===== src/rtl/fwd_hazard_unit_pkg.sv =====
// Shared definitions for the forwarding/hazard unit: forward-select codes,
// scoreboard entry layout and the decoder opcodes that drive id_is_load/id_is_link.
package fwd_hazard_unit_pkg;

    // Scoreboard rd field is sized for the widest supported register address (RA_W <= RA_W_MAX)
    localparam int unsigned RA_W_MAX = 8;

    localparam logic [6:0] OPC_LOAD = 7'b0000011;
    localparam logic [6:0] OPC_JAL  = 7'b1101111;
    localparam logic [6:0] OPC_JALR = 7'b1100111;

    typedef enum logic [1:0] {
        FWD_RF  = 2'd0,
        FWD_EX  = 2'd1,
        FWD_MEM = 2'd2,
        FWD_WB  = 2'd3
    } fwd_sel_t;

    typedef struct packed {
        logic                v;
        logic [RA_W_MAX-1:0] rd;
        logic                is_load;
        logic                is_link;
    } sb_entry_t;

    // Operand hits an in-flight producer: real read, non-zero register, valid entry, same rd
    function automatic logic sb_hit(input logic use_rs, input logic [RA_W_MAX-1:0] rs,
                                    input logic v, input logic [RA_W_MAX-1:0] rd);
        return use_rs && (rs != '0) && v && (rd == rs);
    endfunction

endpackage


===== src/rtl/fwd_hazard_unit_if.sv =====
// ID/EX boundary bundle between the decode stage and the forwarding/hazard unit.
interface fwd_hazard_unit_if #(
    parameter int unsigned XLEN  = 32,
    parameter int unsigned RA_W  = 5,
    parameter int unsigned CNT_W = 16
);
    logic            id_valid;
    logic [RA_W-1:0] id_rs1;
    logic [RA_W-1:0] id_rs2;
    logic            id_use_rs1;
    logic            id_use_rs2;
    logic [RA_W-1:0] id_rd;
    logic            id_wen;
    logic            id_is_load;
    logic            id_is_link;
    logic [XLEN-1:0] id_rs1_data;
    logic [XLEN-1:0] id_rs2_data;
    logic [XLEN-1:0] ex_alu;
    logic [XLEN-1:0] ex_pc4;
    logic [XLEN-1:0] mem_alu;
    logic [XLEN-1:0] mem_pc4;
    logic [XLEN-1:0] mem_rdata;
    logic [XLEN-1:0] wb_wdata;
    logic            flush;

    logic             stall;
    logic [XLEN-1:0]  op1;
    logic [XLEN-1:0]  op2;
    logic [1:0]       fwd_sel1;
    logic [1:0]       fwd_sel2;
    logic [CNT_W-1:0] stall_cnt;

    modport master (
        output id_valid, id_rs1, id_rs2, id_use_rs1, id_use_rs2, id_rd, id_wen,
               id_is_load, id_is_link, id_rs1_data, id_rs2_data,
               ex_alu, ex_pc4, mem_alu, mem_pc4, mem_rdata, wb_wdata, flush,
        input  stall, op1, op2, fwd_sel1, fwd_sel2, stall_cnt
    );

    modport slave (
        input  id_valid, id_rs1, id_rs2, id_use_rs1, id_use_rs2, id_rd, id_wen,
               id_is_load, id_is_link, id_rs1_data, id_rs2_data,
               ex_alu, ex_pc4, mem_alu, mem_pc4, mem_rdata, wb_wdata, flush,
        output stall, op1, op2, fwd_sel1, fwd_sel2, stall_cnt
    );
endinterface


===== src/rtl/fwd_operand_sel.sv =====
// Per-operand hazard match and youngest-producer forwarding mux (EX > MEM > WB > RF).
module fwd_operand_sel
    import fwd_hazard_unit_pkg::*;
#(
    parameter int unsigned XLEN = 32,
    parameter int unsigned RA_W = 5
) (
    input  logic                use_rs,
    input  logic [RA_W-1:0]     rs,
    input  logic [XLEN-1:0]     rf_data,
    input  sb_entry_t           ex_e,
    input  sb_entry_t           mem_e,
    input  logic                wb_v,
    input  logic [RA_W_MAX-1:0] wb_rd,
    input  logic [XLEN-1:0]     ex_alu,
    input  logic [XLEN-1:0]     ex_pc4,
    input  logic [XLEN-1:0]     mem_alu,
    input  logic [XLEN-1:0]     mem_pc4,
    input  logic [XLEN-1:0]     mem_rdata,
    input  logic [XLEN-1:0]     wb_wdata,
    output logic [XLEN-1:0]     op_c,
    output fwd_sel_t            sel_c,
    output logic                ex_load_hit_c
);

    logic [RA_W_MAX-1:0] rs_w;
    logic                hit_ex;
    logic                hit_mem;
    logic                hit_wb;

    assign rs_w    = RA_W_MAX'(rs);
    assign hit_ex  = sb_hit(use_rs, rs_w, ex_e.v, ex_e.rd);
    assign hit_mem = sb_hit(use_rs, rs_w, mem_e.v, mem_e.rd);
    assign hit_wb  = sb_hit(use_rs, rs_w, wb_v, wb_rd);

    // A load still in EX has no data yet; the top turns this into a stall
    assign ex_load_hit_c = hit_ex && ex_e.is_load;

    always_comb begin
        op_c  = rf_data;
        sel_c = FWD_RF;
        if (hit_ex) begin
            sel_c = FWD_EX;
            op_c  = ex_e.is_link ? ex_pc4 : ex_alu;
        end else if (hit_mem) begin
            sel_c = FWD_MEM;
            if (mem_e.is_link)
                op_c = mem_pc4;
            else if (mem_e.is_load)
                op_c = mem_rdata;
            else
                op_c = mem_alu;
        end else if (hit_wb) begin
            sel_c = FWD_WB;
            op_c  = wb_wdata;
        end
    end

endmodule


===== src/rtl/fwd_hazard_unit.sv =====
// Operand forwarding and load-use hazard unit at the ID/EX boundary, with its own
// shadow scoreboard of in-flight destinations and a saturating stall counter.
module fwd_hazard_unit
    import fwd_hazard_unit_pkg::*;
#(
    parameter int unsigned XLEN  = 32,
    parameter int unsigned RA_W  = 5,
    parameter int unsigned CNT_W = 16
) (
    input  logic        clk,
    input  logic        rst_n,
    fwd_hazard_unit_if.slave bus
);

    sb_entry_t           ex_q;
    sb_entry_t           mem_q;
    sb_entry_t           ex_d;
    logic                wb_v_q;
    logic [RA_W_MAX-1:0] wb_rd_q;
    logic [CNT_W-1:0]    stall_cnt_q;

    logic                ld_hit1_c;
    logic                ld_hit2_c;
    logic                stall_c;
    fwd_sel_t            sel1_c;
    fwd_sel_t            sel2_c;

    assign stall_c = bus.id_valid && !bus.flush && (ld_hit1_c || ld_hit2_c);

    // Next EX entry; stall and flush both inject a bubble
    always_comb begin
        ex_d         = '0;
        ex_d.rd      = RA_W_MAX'(bus.id_rd);
        ex_d.is_load = bus.id_is_load;
        ex_d.is_link = bus.id_is_link;
        ex_d.v       = bus.id_valid && bus.id_wen && (bus.id_rd != '0) && !stall_c && !bus.flush;
    end

    always_ff @(posedge clk or negedge rst_n) begin
        if (!rst_n) begin
            ex_q    <= '0;
            mem_q   <= '0;
            wb_v_q  <= 1'b0;
            wb_rd_q <= '0;
        end else begin
            ex_q    <= ex_d;
            mem_q   <= ex_q;
            wb_v_q  <= mem_q.v;
            wb_rd_q <= mem_q.rd;
        end
    end

    // Saturating stall-cycle counter
    always_ff @(posedge clk or negedge rst_n) begin
        if (!rst_n)
            stall_cnt_q <= '0;
        else if (stall_c && (stall_cnt_q != '1))
            stall_cnt_q <= stall_cnt_q + CNT_W'(1);
    end

    fwd_operand_sel #(.XLEN(XLEN), .RA_W(RA_W)) u_sel1 (
        .use_rs        (bus.id_use_rs1),
        .rs            (bus.id_rs1),
        .rf_data       (bus.id_rs1_data),
        .ex_e          (ex_q),
        .mem_e         (mem_q),
        .wb_v          (wb_v_q),
        .wb_rd         (wb_rd_q),
        .ex_alu        (bus.ex_alu),
        .ex_pc4        (bus.ex_pc4),
        .mem_alu       (bus.mem_alu),
        .mem_pc4       (bus.mem_pc4),
        .mem_rdata     (bus.mem_rdata),
        .wb_wdata      (bus.wb_wdata),
        .op_c          (bus.op1),
        .sel_c         (sel1_c),
        .ex_load_hit_c (ld_hit1_c)
    );

    fwd_operand_sel #(.XLEN(XLEN), .RA_W(RA_W)) u_sel2 (
        .use_rs        (bus.id_use_rs2),
        .rs            (bus.id_rs2),
        .rf_data       (bus.id_rs2_data),
        .ex_e          (ex_q),
        .mem_e         (mem_q),
        .wb_v          (wb_v_q),
        .wb_rd         (wb_rd_q),
        .ex_alu        (bus.ex_alu),
        .ex_pc4        (bus.ex_pc4),
        .mem_alu       (bus.mem_alu),
        .mem_pc4       (bus.mem_pc4),
        .mem_rdata     (bus.mem_rdata),
        .wb_wdata      (bus.wb_wdata),
        .op_c          (bus.op2),
        .sel_c         (sel2_c),
        .ex_load_hit_c (ld_hit2_c)
    );

    assign bus.stall     = stall_c;
    assign bus.fwd_sel1  = 2'(sel1_c);
    assign bus.fwd_sel2  = 2'(sel2_c);
    assign bus.stall_cnt = stall_cnt_q;

endmodule

===== src/flat_wrapper.sv =====
// flat-port wrapper written by rule: the top's interface ports become plain ports
module fwd_hazard_unit_flat import fwd_hazard_unit_pkg::*;
#(
    parameter int unsigned XLEN  = 32,
    parameter int unsigned RA_W  = 5,
    parameter int unsigned CNT_W = 16
)
  (clk, rst_n, bus_id_valid, bus_id_rs1, bus_id_rs2, bus_id_use_rs1, bus_id_use_rs2, bus_id_rd, bus_id_wen, bus_id_is_load, bus_id_is_link, bus_id_rs1_data, bus_id_rs2_data, bus_ex_alu, bus_ex_pc4, bus_mem_alu, bus_mem_pc4, bus_mem_rdata, bus_wb_wdata, bus_flush, bus_stall, bus_op1, bus_op2, bus_fwd_sel1, bus_fwd_sel2, bus_stall_cnt);
  fwd_hazard_unit_if #(.XLEN(XLEN), .RA_W(RA_W), .CNT_W(CNT_W)) bus_i ();
  input  logic clk;
  input  logic rst_n;
  input wire logic [$bits(bus_i.id_valid)-1:0] bus_id_valid;
  input wire logic [$bits(bus_i.id_rs1)-1:0] bus_id_rs1;
  input wire logic [$bits(bus_i.id_rs2)-1:0] bus_id_rs2;
  input wire logic [$bits(bus_i.id_use_rs1)-1:0] bus_id_use_rs1;
  input wire logic [$bits(bus_i.id_use_rs2)-1:0] bus_id_use_rs2;
  input wire logic [$bits(bus_i.id_rd)-1:0] bus_id_rd;
  input wire logic [$bits(bus_i.id_wen)-1:0] bus_id_wen;
  input wire logic [$bits(bus_i.id_is_load)-1:0] bus_id_is_load;
  input wire logic [$bits(bus_i.id_is_link)-1:0] bus_id_is_link;
  input wire logic [$bits(bus_i.id_rs1_data)-1:0] bus_id_rs1_data;
  input wire logic [$bits(bus_i.id_rs2_data)-1:0] bus_id_rs2_data;
  input wire logic [$bits(bus_i.ex_alu)-1:0] bus_ex_alu;
  input wire logic [$bits(bus_i.ex_pc4)-1:0] bus_ex_pc4;
  input wire logic [$bits(bus_i.mem_alu)-1:0] bus_mem_alu;
  input wire logic [$bits(bus_i.mem_pc4)-1:0] bus_mem_pc4;
  input wire logic [$bits(bus_i.mem_rdata)-1:0] bus_mem_rdata;
  input wire logic [$bits(bus_i.wb_wdata)-1:0] bus_wb_wdata;
  input wire logic [$bits(bus_i.flush)-1:0] bus_flush;
  output wire logic [$bits(bus_i.stall)-1:0] bus_stall;
  output wire logic [$bits(bus_i.op1)-1:0] bus_op1;
  output wire logic [$bits(bus_i.op2)-1:0] bus_op2;
  output wire logic [$bits(bus_i.fwd_sel1)-1:0] bus_fwd_sel1;
  output wire logic [$bits(bus_i.fwd_sel2)-1:0] bus_fwd_sel2;
  output wire logic [$bits(bus_i.stall_cnt)-1:0] bus_stall_cnt;
  assign bus_i.id_valid = bus_id_valid;
  assign bus_i.id_rs1 = bus_id_rs1;
  assign bus_i.id_rs2 = bus_id_rs2;
  assign bus_i.id_use_rs1 = bus_id_use_rs1;
  assign bus_i.id_use_rs2 = bus_id_use_rs2;
  assign bus_i.id_rd = bus_id_rd;
  assign bus_i.id_wen = bus_id_wen;
  assign bus_i.id_is_load = bus_id_is_load;
  assign bus_i.id_is_link = bus_id_is_link;
  assign bus_i.id_rs1_data = bus_id_rs1_data;
  assign bus_i.id_rs2_data = bus_id_rs2_data;
  assign bus_i.ex_alu = bus_ex_alu;
  assign bus_i.ex_pc4 = bus_ex_pc4;
  assign bus_i.mem_alu = bus_mem_alu;
  assign bus_i.mem_pc4 = bus_mem_pc4;
  assign bus_i.mem_rdata = bus_mem_rdata;
  assign bus_i.wb_wdata = bus_wb_wdata;
  assign bus_i.flush = bus_flush;
  assign bus_stall = bus_i.stall;
  assign bus_op1 = bus_i.op1;
  assign bus_op2 = bus_i.op2;
  assign bus_fwd_sel1 = bus_i.fwd_sel1;
  assign bus_fwd_sel2 = bus_i.fwd_sel2;
  assign bus_stall_cnt = bus_i.stall_cnt;
  fwd_hazard_unit #(.XLEN(XLEN), .RA_W(RA_W), .CNT_W(CNT_W)) u_core (.clk(clk), .rst_n(rst_n), .bus(bus_i));
endmodule

===== config.mk =====
export PLATFORM = sky130hd
export DESIGN_NAME = fwd_hazard_unit_flat
export DESIGN_NICKNAME = d
export VERILOG_FILES = /design/src/rtl/fwd_hazard_unit_pkg.sv /design/src/rtl/fwd_hazard_unit_if.sv /design/src/rtl/fwd_operand_sel.sv /design/src/rtl/fwd_hazard_unit.sv /design/src/flat_wrapper.sv
export SDC_FILE = /design/constraint.sdc
export NUM_CORES = 1
export LEC_CHECK = 0
export CORE_AREA = 2 2 144 146
export DETAILED_ROUTE_END_ITERATION = 16
export DIE_AREA = 0 0 146 148
export GPL_ROUTABILITY_DRIVEN = 0
export HOLD_SLACK_MARGIN = 0.1
export PLACE_DENSITY_LB_ADDON = 0.05
export SKIP_CTS_REPAIR_TIMING = 1
export SLEW_MARGIN = 40
export SYNTH_ARGS = -nofsm -noshare
export SYNTH_HDL_FRONTEND = slang
export SYNTH_SLANG_ARGS = --single-unit

===== constraint.sdc =====
create_clock -name clk -period 3.3 [get_ports clk]
set_input_delay 0.66 -clock clk [delete_from_list [all_inputs] [get_ports clk]]
set_output_delay 0.66 -clock clk [all_outputs]
set_load 0.01 [all_outputs]

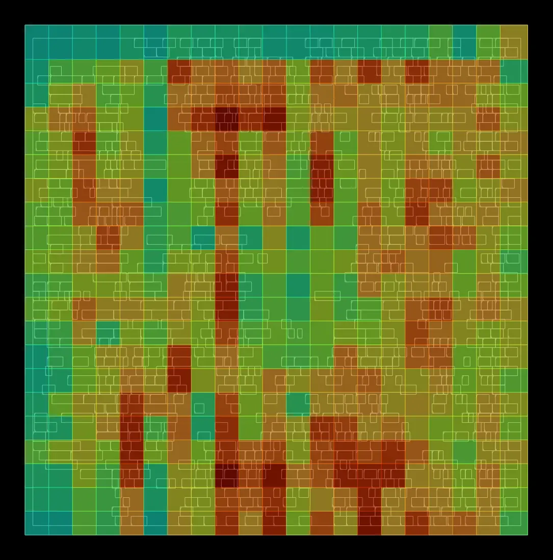
Figure 1: run 1, track usage over the die.
met3 usage: 4.444%
GRT Overall Usage: 24.49%
GR peak layer: met2
grt met1 use: 30.78%
met2 track demand over resource in global routing: 41.89%

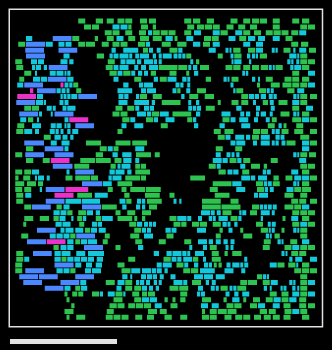
Figure 2: run 1, cells coloured by class.
Scale bar: 50 µm.
- registers: blue (cells 38; share of their area 9.9%)
- remaining logic cells: cyan (cells 511; share of their area 40%)
- clock drivers and dummy loads: magenta (cells 8; share of their area 1.7%)
- remaining buffers and delay cells: green (cells 449; share of their area 48%)

==> flow_summary_export.csv, run 1 <==
group,metric,value,unit
detailed_routing,drtAntennaViolNets,0,
setup_path,path_class,"in -> out",
finish,layout_top_cell,"clkdlybuf4s50_1",
yosys,post_synth_instance_area,4941,µm²
finish,area_of_all_placed_cells_without_fillers,10020,µm²
yosys,synthDominantCellAreaShare,19.25,%
clock_tree,clockRootBuffer,"clkbuf_16",
detailed_routing,drt-wirelength-per-cell,23.06,µm
setup_path,timing.rr.start,"u_core.ex_q[3]",
timing,finalHoldViolations,0,
die,fp-utilization,24.66,%
yosys,synth-seq-cells,38,
setup_path,critPathRequiredTime,2.64,ns
timing,fin_worst_hold_slack,0.3404,ns
finish,final_cells,1277,
setup_path,r2r_setup_slack,0.65,ns
timing,final_max_slew_viol_count,0,
setup_path,timing.critical_path.buf_inv,5,
finish,logic_area,3900,µm²
detailed_routing,detail_route.drc_violations,0,
clock_tree,clk_path_buf_depth,2,
setup_path,setup.worst_path.start_class,"primary input",
place,dp.cells,1251,
grt,first_global_vias,6723,
yosys,yosysSeqAreaShare,19.25,%
clock_tree,clock_edge_transition_at_the_registers_on_the_reported_setup_and_hold_paths,0.06,ns
yosys,synth.avg_cell_area,8.047,µm²
timing,finalClockPeriodUsage,98.80,%
die,dieArea,21610,µm²
timing,max_slew_headroom_at_the_worst_pin,60.88,%
run_status,run_status,"complete, no violations",
timing,finalCriticalPeriod,3.261,ns
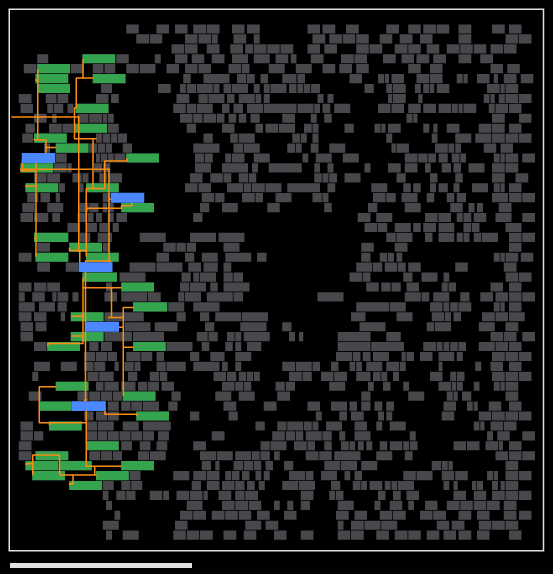
Figure 3: run 1, clock network drawn from the DEF.
Scale bar: 50 µm.
- clock-net drivers: blue (count 5)
- flip-flops: green (count 38)
- clock wires: orange (length 531 µm)
- flops lie: a vertical strip on the left
- routed clock nets: 6

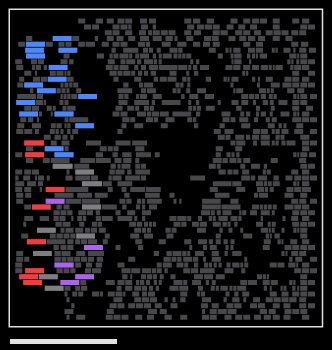
Figure 4: run 1, sequential cells grouped by signal name.
Scale bar: 50 µm. Other sequential cells in the stronger grey, the rest of the logic in the fainter grey.
- u_core.wb_rd_q: purple (placed flops 5; where south-west)
- u_core.ex_q: red (placed flops 8)
- u_core.bus.stall_cnt: blue (placed flops 16; where north-west)
- not coloured: 9

[run 1: cell usage after synthesis, drive strengths merged]
cell,n
a21oi,8
o21ai,99
o22ai,64
clkbuf,42
xor2,35
or2,1
o2111a,1
mux2,3
nand2b,1
a2111oi,5
nand4,7
o2111ai,1
or4,6
nand3,8
nor2,2
o21a,1
dfrtp,38
a211oi,67
mux2i,64
o211ai,2
nor4,5
a21boi,34
buf,23
and3,35
nand4b,1
xnor2,8
nand2,40
inv,3
o211a,1
and3b,1
and4,4
ha,1
and2,3
[run 1: report_power, final]
| group | internal (mW) | switching, mW | leakage, nW | total [mW] |
|---|---|---|---|---|
| combinational | 0.501 | 0.330 | 4.08 | 0.831 |
| sequential | 0.480 | 0.0209 | 0.477 | 0.501 |
| clock | 0.353 | 0.187 | 0.0836 | 0.540 |
| total | 1.33 | 0.538 | 4.64 | 1.87 |
[run 1: how the worst max path moves through the flow]
stage | start | end | cells after the start
finish | bus_id_rs2[3] | bus_op2[25] | 10
global placement | bus_id_rs2[3] | bus_op2[1] | 10
floorplan | bus_id_rs1[0] | bus_op1[2] | 7
CTS | bus_id_rs2[3] | bus_op2[25] | 10
detailed placement | bus_id_rs2[3] | bus_op2[25] | 10
global route | bus_id_rs2[3] | bus_op2[2] | 10
[run 1: cells by family after synthesis]
kind of cell / Yosys count / synth area share, %
xor+xnor: 43 / 7.622
simple gates: 114 / 13.14
flops: 38 / 19.25
buf+inv: 68 / 6.736
fa+ha+maj: 1 / 0.2532
mux: 67 / 13.65
compound gates: 283 / 39.35
[run 1: sequential cells by signal, indices dropped and copies added (netlist names)]
register / count
u_core.bus.stall_cnt: 16
u_core.ex_q: 8
u_core.mem_q: 8
u_core.wb_rd_q: 5
u_core.wb_v_q: 1
[run 1: cell type report]
cell class,count,area share [%]
tap,270,3.372
inverter,3,0.1124
timing repair buffer,449,46.38
antenna,1,0.02498
clock inverter,3,0.3997
clock buffer,5,1.249
sequential,38,9.530
multi-input combinational,508,38.93
[run 1: metrics by stage]
stage | utilization [%] | power [mW]
final | 49.99 | 1.872
after detailed placement | 46.62 | 1.345
after CTS | 47.45 | 1.890
after floorplan | - | 0.7564
after global placement | 46.61 | 1.340
after global routing | 49.98 | 1.956
[run 1: routing by layer]
layer / GRT usage [%] / vias to the layer above / share of wire, % / wire (µm)
li1: - / 3168 / - / -
met1: 30.78 / 3191 / 41 / 12120
met2: 41.89 / 307 / 48 / 14220
met3: 4.444 / 68 / 6.7 / 1973
met4: 9.272 / 2 / 3.8 / 1119
met5: 0 / - / 0.044 / 13
==> run 2: changes to the inputs <==
- CTS_CLUSTER_SIZE: not set -> 14
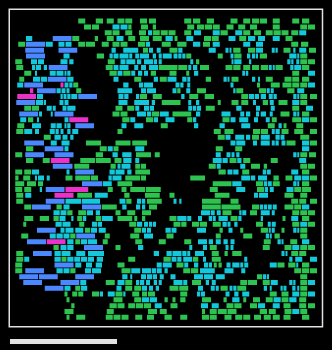
Figure 5: run 2, cells coloured by class.
Scale bar: 50 µm.
- remaining logic cells: cyan (cells 511; share of their area 40%)
- registers: blue (cells 38; share of their area 9.9%)
- remaining buffers and delay cells: green (cells 449; share of their area 48%)
- clock drivers and dummy loads: magenta (cells 8; share of their area 1.7%)

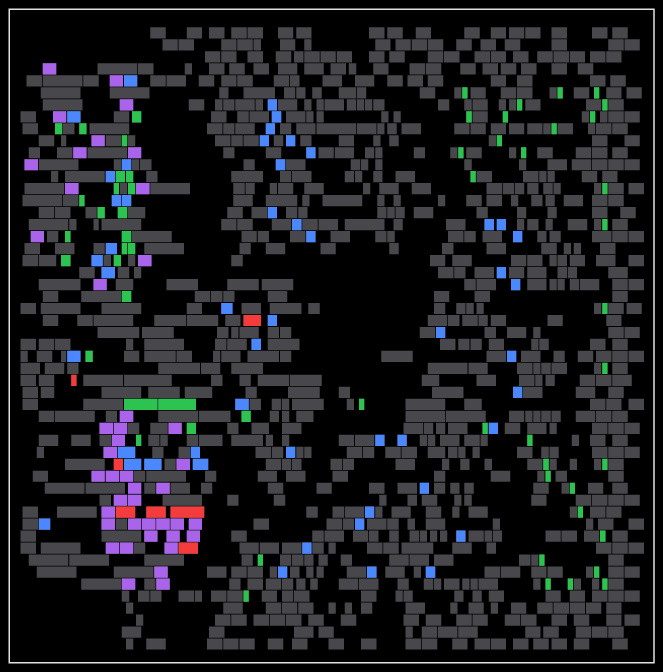
Figure 6: run 2, selected gate families.
- xor and xnor cells: purple (cells 43; most used xor2_1; where a vertical strip on the left)
- nand cells: green (cells 57; most used nand2_1; where all over the die)
- nor cells: red (cells 7; most used nor4_2; where south-west)
- and/or cells: blue (cells 50; most used and3_1)

==> flow_summary_export.csv, run 2 <==
group,metric,value,unit
timing,finalClockPeriodUsage,98.80,%
power,share_seq_of_total_power,26.8,%
yosys,post_synth_instance_area,4941,µm²
yosys,synth-seq-cells,38,
timing,finalCriticalPeriod,3.261,ns
yosys,synthDominantCellAreaShare,19.25,%
die,dieArea,21610,µm²
grt,first_global_vias,6723,
clock_tree,clk_path_buf_depth,2,
timing,finalHoldViolations,0,
yosys,synth_top_flop_cell,"dfrtp_1",
power,switching_share,28.73,%
grt,globalRoute.busiestLayer,"met2",
power,clockPowerShare,28.9,%
setup_path,timing.critical_path.buf_inv,5,
grt,met3_usage,4.444,%
detailed_routing,detail_route.drc_violations,0,
yosys,most_common_library_cells_after_synthesis,"o21ai_0, mux2i_1, o22ai_1",
timing,max_slew_headroom_at_the_worst_pin,60.88,%
timing,final_max_slew_viol_count,0,
yosys,synth-edff-count,0,
finish,layout_top_cell,"clkdlybuf4s50_1",
detailed_routing,drt-wirelength-per-cell,23.06,µm
clock_tree,clockRootBuffer,"clkbuf_16",
clock_tree,clock_edge_transition_at_the_registers_on_the_reported_setup_and_hold_paths,0.06,ns
yosys,most_instantiated_library_cell_after_synthesis,"o21ai_0",
grt,grt.met2_usage,41.89,%
yosys,synth-async-reset-ratio,100.0,%
run_status,run_status,"complete, no violations",
power,combPwrFrac,44.4,%
yosys,yosysSeqAreaShare,19.25,%
setup_path,path_class,"in -> out",
run 2: cell counts in the layout (fill, tap and decap cells not counted):
No cell type changed its count.
run 2: per-layer routing:
metal | wire length, µm | share of wire (%)
met1 | 12120 | 41
met2 | 14220 | 48
met3 | 1973 | 6.7
met4 | 1119 | 3.8
met5 | 13 | 0.044
run 2: area by class of cell:
class,instances,area (µm²)
clock inverter,3,40.04
multi-input combinational,508,3900
tap,270,337.8
clock buffer,5,125.1
fill,1948,10020
timing repair buffer,449,4646
inverter,3,11.26
antenna,1,2.502
sequential,38,954.7
run 2: stage by stage:
stage	cell area (µm²)	worst slack [ns]	hold WS [ns]	util, %	cells
floorplan	4941	0.4207	0.3519	-	614
global placement	9340	-0.6966	0.3820	46.61	1251
detailed placement	9343	-0.7182	0.3958	46.62	1251
CTS	9508	-0.7217	0.3586	47.45	1259
global route	10010	-0.03330	0.3802	49.98	1276
finish	10020	0.03946	0.3404	49.99	1277
run 2: logic make-up (layout without fill, tap and decap cells):
family	after synthesis	count (layout)	share of synthesized area, %
simple gates	114	114	13.14
fa+ha+maj	1	1	0.2532
xor+xnor	43	43	7.622
other cells	0	1	0
flops	38	38	19.25
buf+inv	68	460	6.736
mux	67	67	13.65
compound gates	283	283	39.35
run 2: path summary, 6_finish.rpt:
check / start / to / slack [ns] / cells past startpoint
min in group clk: u_core.ex_q[1] / u_core.mem_q[1] / 0.40 / 0
max reg2reg: u_core.ex_q[3] / u_core.bus.stall_cnt[3] / 0.65 / 11
min reg2reg: u_core.ex_q[1] / u_core.mem_q[1] / 0.40 / 0
min: rst_n / u_core.bus.stall_cnt[8] / 0.34 / 1
max: bus_id_rs2[3] / bus_op2[25] / 0.04 / 10
max in group asynchronous: rst_n / u_core.mem_q[0] / 2.59 / 1
run 2: worst reg2reg max path, stage by stage, from the launching register on:
cell and delay, ns:
dfrtp_1 0.42, xor2_1 0.17, nor4_2 0.31, buf_4 0.17, nand4_4 0.12, buf_12 0.18, buf_12 0.13, buf_6 0.12
buf_4 0.13, buf_4 0.19, a2111oi_1 0.43, xor2_1 0.20
run 2: power groups by stage:
stage / Sequential [mW] / Clock, mW / Combinational (mW)
2_1_floorplan: 0.499 / 0 / 0.258
3_3_place_gp: 0.509 / 0 / 0.831
3_5_place_dp: 0.509 / 0 / 0.835
4_1_cts: 0.501 / 0.549 / 0.839
5_1_grt: 0.503 / 0.571 / 0.882
6_report: 0.501 / 0.540 / 0.831
Power figures rest on the tool's default switching activity, not on a simulated workload.
